$ cat config.mk
export PLATFORM = sky130hd
export DESIGN_NAME = bit_serializer
export DESIGN_NICKNAME = d
export VERILOG_FILES = /design/src/rtl/bit_serializer_pkg.sv /design/src/rtl/bit_serializer.sv
export SDC_FILE = /design/constraint.sdc
export NUM_CORES = 1
export LEC_CHECK = 0
export CAP_MARGIN = 20
export CORE_UTILIZATION = 23
export CTS_BUF_LIST = sky130_fd_sc_hd__clkbuf_4
export DETAILED_ROUTE_END_ITERATION = 6
export HOLD_SLACK_MARGIN = 0.08
export PLACE_DENSITY = 0.38
export SETUP_SLACK_MARGIN = 0.4
export SLEW_MARGIN = 40
export SYNTH_ARGS = -nofsm -noshare
export SYNTH_HDL_FRONTEND = slang
export SYNTH_SLANG_ARGS = --single-unit
$ cat constraint.sdc
create_clock -name clk -period 6.1 [get_ports clk]
set_clock_uncertainty 0.1 [all_clocks]
set_input_delay 0.61 -clock clk [delete_from_list [all_inputs] [get_ports clk]]
set_output_delay 0.61 -clock clk [all_outputs]
set_load 0.02 [all_outputs]
$ cat src/rtl/bit_serializer_pkg.sv
// Shared definitions for the parallel-to-serial bit feeder.
// Holds the FSM state encoding and the completed-word counter width.
package bit_serializer_pkg;

  localparam int WORD_CNT_W = 16;

  typedef enum logic {
    IDLE  = 1'b0,
    SHIFT = 1'b1
  } ser_state_t;

endpackage

$ cat src/rtl/bit_serializer.sv
// Parallel-to-serial converter with one-word skid buffer, feeding a serial detector.
// A pending word is chained directly behind the shifting one, so words stream gap-free.
module bit_serializer
  import bit_serializer_pkg::*;
#(
  parameter int WIDTH     = 8,
  parameter int MSB_FIRST = 1
) (
  input  logic                  clk,
  input  logic                  rst,
  input  logic [WIDTH-1:0]      in_data,
  input  logic                  in_valid,
  output logic                  in_ready,
  output logic                  out_bit,
  output logic                  out_valid,
  input  logic                  out_ready,
  output logic                  out_last,
  output logic [WORD_CNT_W-1:0] word_cnt
);

  localparam int CNT_W = $clog2(WIDTH);
  localparam logic [CNT_W-1:0] LAST_IDX = CNT_W'(WIDTH - 1);

  ser_state_t             state_r;
  ser_state_t             state_nxt_s;
  logic [WIDTH-1:0]       shift_r;
  logic [WIDTH-1:0]       shift_adv_s;
  logic [WIDTH-1:0]       pend_r;
  logic                   pend_full_r;
  logic [CNT_W-1:0]       bit_cnt_r;
  logic [CNT_W-1:0]       bit_cnt_nxt_s;
  logic                   out_last_r;
  logic [WORD_CNT_W-1:0]  word_cnt_r;
  logic                   in_xfer_s;
  logic                   out_xfer_s;
  logic                   last_xfer_s;
  logic                   load_pend_s;
  logic                   load_in_s;
  logic                   to_idle_s;
  logic                   pend_wr_s;

  // Transfer decode and next-state selection; pending word wins over bypass on the last bit.
  always_comb begin
    in_xfer_s     = in_valid & ~pend_full_r;
    out_xfer_s    = (state_r == SHIFT) & out_ready;
    last_xfer_s   = out_xfer_s & (bit_cnt_r == LAST_IDX);
    load_pend_s   = last_xfer_s & pend_full_r;
    load_in_s     = in_xfer_s & ((state_r == IDLE) | (last_xfer_s & ~pend_full_r));
    to_idle_s     = last_xfer_s & ~pend_full_r & ~in_xfer_s;
    pend_wr_s     = in_xfer_s & (state_r == SHIFT) & ~(last_xfer_s & ~pend_full_r);
    state_nxt_s   = state_r;
    bit_cnt_nxt_s = bit_cnt_r;
    if (load_pend_s | load_in_s) begin
      state_nxt_s   = SHIFT;
      bit_cnt_nxt_s = {CNT_W{1'b0}};
    end else if (to_idle_s) begin
      state_nxt_s   = IDLE;
      bit_cnt_nxt_s = {CNT_W{1'b0}};
    end else if (out_xfer_s) begin
      bit_cnt_nxt_s = bit_cnt_r + CNT_W'(1);
    end else begin
      bit_cnt_nxt_s = bit_cnt_r;
    end
    if (MSB_FIRST != 0) begin
      shift_adv_s = {shift_r[WIDTH-2:0], 1'b0};
    end else begin
      shift_adv_s = {1'b0, shift_r[WIDTH-1:1]};
    end
  end

  // Shift register; cleared when going idle so the serial line rests at zero.
  always_ff @(posedge clk or posedge rst) begin
    if (rst) begin
      shift_r <= {WIDTH{1'b0}};
    end else if (load_pend_s) begin
      shift_r <= pend_r;
    end else if (load_in_s) begin
      shift_r <= in_data;
    end else if (to_idle_s) begin
      shift_r <= {WIDTH{1'b0}};
    end else if (out_xfer_s) begin
      shift_r <= shift_adv_s;
    end
  end

  // Pending-word register and its full flag.
  always_ff @(posedge clk or posedge rst) begin
    if (rst) begin
      pend_r      <= {WIDTH{1'b0}};
      pend_full_r <= 1'b0;
    end else if (pend_wr_s) begin
      pend_r      <= in_data;
      pend_full_r <= 1'b1;
    end else if (load_pend_s) begin
      pend_full_r <= 1'b0;
    end
  end

  // Control FSM with bit counter, registered last flag and saturating word counter.
  always_ff @(posedge clk or posedge rst) begin
    if (rst) begin
      state_r    <= IDLE;
      bit_cnt_r  <= {CNT_W{1'b0}};
      out_last_r <= 1'b0;
      word_cnt_r <= {WORD_CNT_W{1'b0}};
    end else begin
      state_r    <= state_nxt_s;
      bit_cnt_r  <= bit_cnt_nxt_s;
      out_last_r <= (state_nxt_s == SHIFT) && (bit_cnt_nxt_s == LAST_IDX);
      if (last_xfer_s && (word_cnt_r != {WORD_CNT_W{1'b1}})) begin
        word_cnt_r <= word_cnt_r + WORD_CNT_W'(1);
      end
    end
  end

  assign in_ready  = ~pend_full_r;
  assign out_valid = (state_r == SHIFT);
  assign out_bit   = (MSB_FIRST != 0) ? shift_r[WIDTH-1] : shift_r[0];
  assign out_last  = out_last_r;
  assign word_cnt  = word_cnt_r;

endmodule

run_1/clock_nets.png
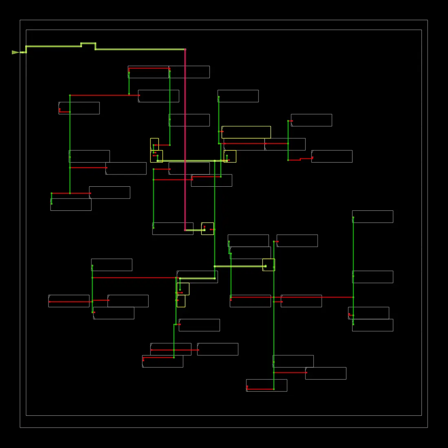
clock buffer count: 5
Latency at later pin: 0.34 ns
power in the clock group: 0.000171 W
Num CTS Buffers: 5

run_1/sizing.png
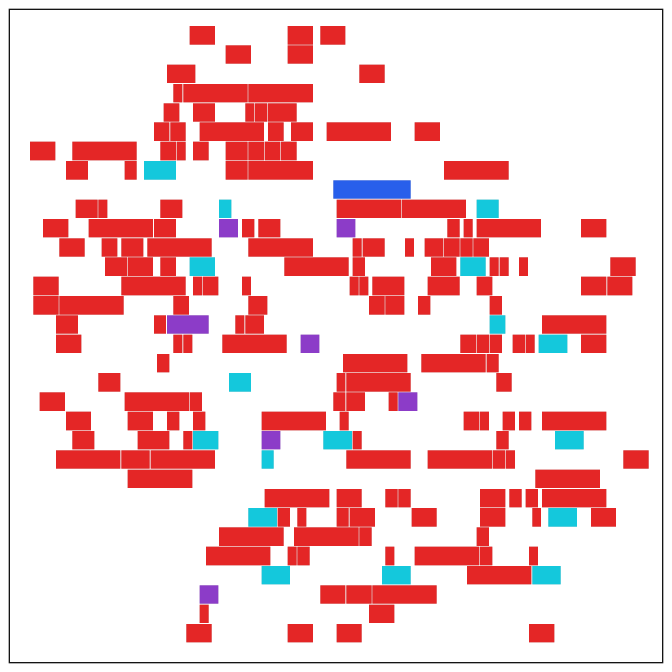
legend:
  purple:
    size: x3 and x4
    cells: 7
  cyan:
    size: x2
    cells: 17
  red:
    size: x1 and smaller
    cells: 184
  blue:
    size: x6 and larger
    cells: 1
Worst Slack Setup Final: 3.82 ns
P&R area growth vs syn: 26.1%
Non-clock buffers: 32
Design Area, Final: 2350 um^2

run_1/clock_wires.png
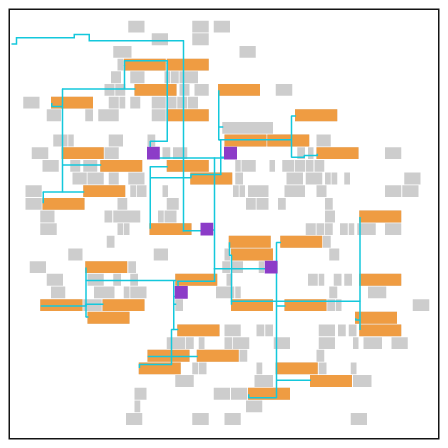
legend:
  purple:
    item: clock-net drivers
    count: 5
  orange:
    item: flip-flops
    count: 38
  cyan:
    item: clock wires
    length: 539 um
routed clock nets: 6
Clk pwr share: 21.3%

==> Slide: Implementation Results, run 1 <==
Synthesis and Place & Route Summary

Status
  • Outcome: finished clean

Critical path
  • Reg2reg end: pend_r[0]
  • Top Family by Delay on Critical Path: buffers and inverters
  • Worst-path fanout max: 10
  • Crit-path cells: inv_1 > clkdlybuf4s50_1
  • Crit path DAT: 1.57 ns

Finish
  • Largest cell class by area: flip-flops and latches
  • Fraction of layout cells with a size suffix above 1: 12.0%
  • Flip-flops: 38

Routing
  • Vias: 1,395
  • Avg Vias per Cell: 4.49

GRT
  • Largest net degree at the start of global routing: 39

Synthesis
  • Synth async-reset ratio: 100%
  • Distinct cell type count after synthesis: 38
  • Post-Syn Instances: 176
  • Synth area leader: dfrtp_1
  • Yosys aoi share: 13.8%

Power and ir drop
  • Seq pwr share: 48.1%

Timing
  • Slew Limit Fails: 0

Clocking
  • CTS max path bufs: 2
==> inputs of run 2 (changes only) <==
PLACE_DENSITY = 0.4   (was 0.38)
clock period = 2.1 ns   (was 6.1 ns; I/O delays follow)
run_2/clock_wires.png
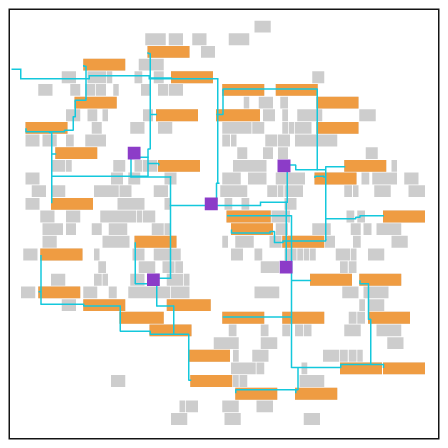
legend:
  orange:
    item: flip-flops
    count: 38
  purple:
    item: clock-net drivers
    count: 5
  cyan:
    item: clock wires
    length: 598 um
routed clock nets: 6
Latency at later pin: 0.35 ns
power in the clock group: 0.000396 W
Clk pwr share: 15.8%

==> run 2 against run 1 <==
Against the previous run: non-clock buffer count is 20 higher; via count is 8.7% higher; critical path depth is 4 higher; first-iteration DRC count is 16% higher; critical path type is now flop to flop; highest routed layer unchanged.
==> Slide: Implementation Results, run 2 <==
Synthesis and Place & Route Summary

Power and ir drop
  • Seq pwr share: 44.7% (-3.4 points)

GRT
  • Largest net degree at the start of global routing: 39 (unchanged)
  • All-Layer GR Usage: 12.1%

Timing
  • Fin Setup TNS: 0 ns
  • Slew Limit Fails: 0 (unchanged)
  • Period utilization: 83.7%

Critical path
  • Reg2reg end: word_cnt[13]
  • Worst-path fanout max: 5 (-5)
  • Top Family by Delay on Critical Path: simple AND/OR/NAND/NOR gates
  • Crit-path cells: ha_2 > ha_4 > nand3_4 > nor3_4 > nand4_1 > mux2_4
  • CP startpoint: bit_cnt_r[0]
  • Crit path DAT: 1.90 ns (+0.33 ns)

Clocking
  • Num CTS Buffers: 5 (unchanged)

Finish
  • Design Area, Final: 2650 um^2 (+13%)
  • P&R area growth vs syn: 42.3%
  • Fill count: 835
  • Largest cell class by area: logic gates
  • Fraction of layout cells with a size suffix above 1: 26.3% (+14 points)
  • Flip-flops: 38 (unchanged)
  • Non-clock buffers: 52 (+63%)
  • ClkCell Share: 1.98%

Routing
  • Avg Vias per Cell: 4.59 (+2.4%)
  • Vias: 1,516 (+8.7%)

Synthesis
  • Yosys aoi share: 13.8% (unchanged)
  • Post-Syn Instances: 176 (unchanged)
  • Synth async-reset ratio: 100% (unchanged)
  • Yosys Instances: 176
  • Top cells, area: dfrtp_1 (51%), xnor2_1 (5.6%), o21ai_0 (4.8%)
  • Synth area leader: dfrtp_1
  • Distinct cell type count after synthesis: 38 (unchanged)

Status
  • Outcome: finished clean
Power and IR drop assume default switching activity.
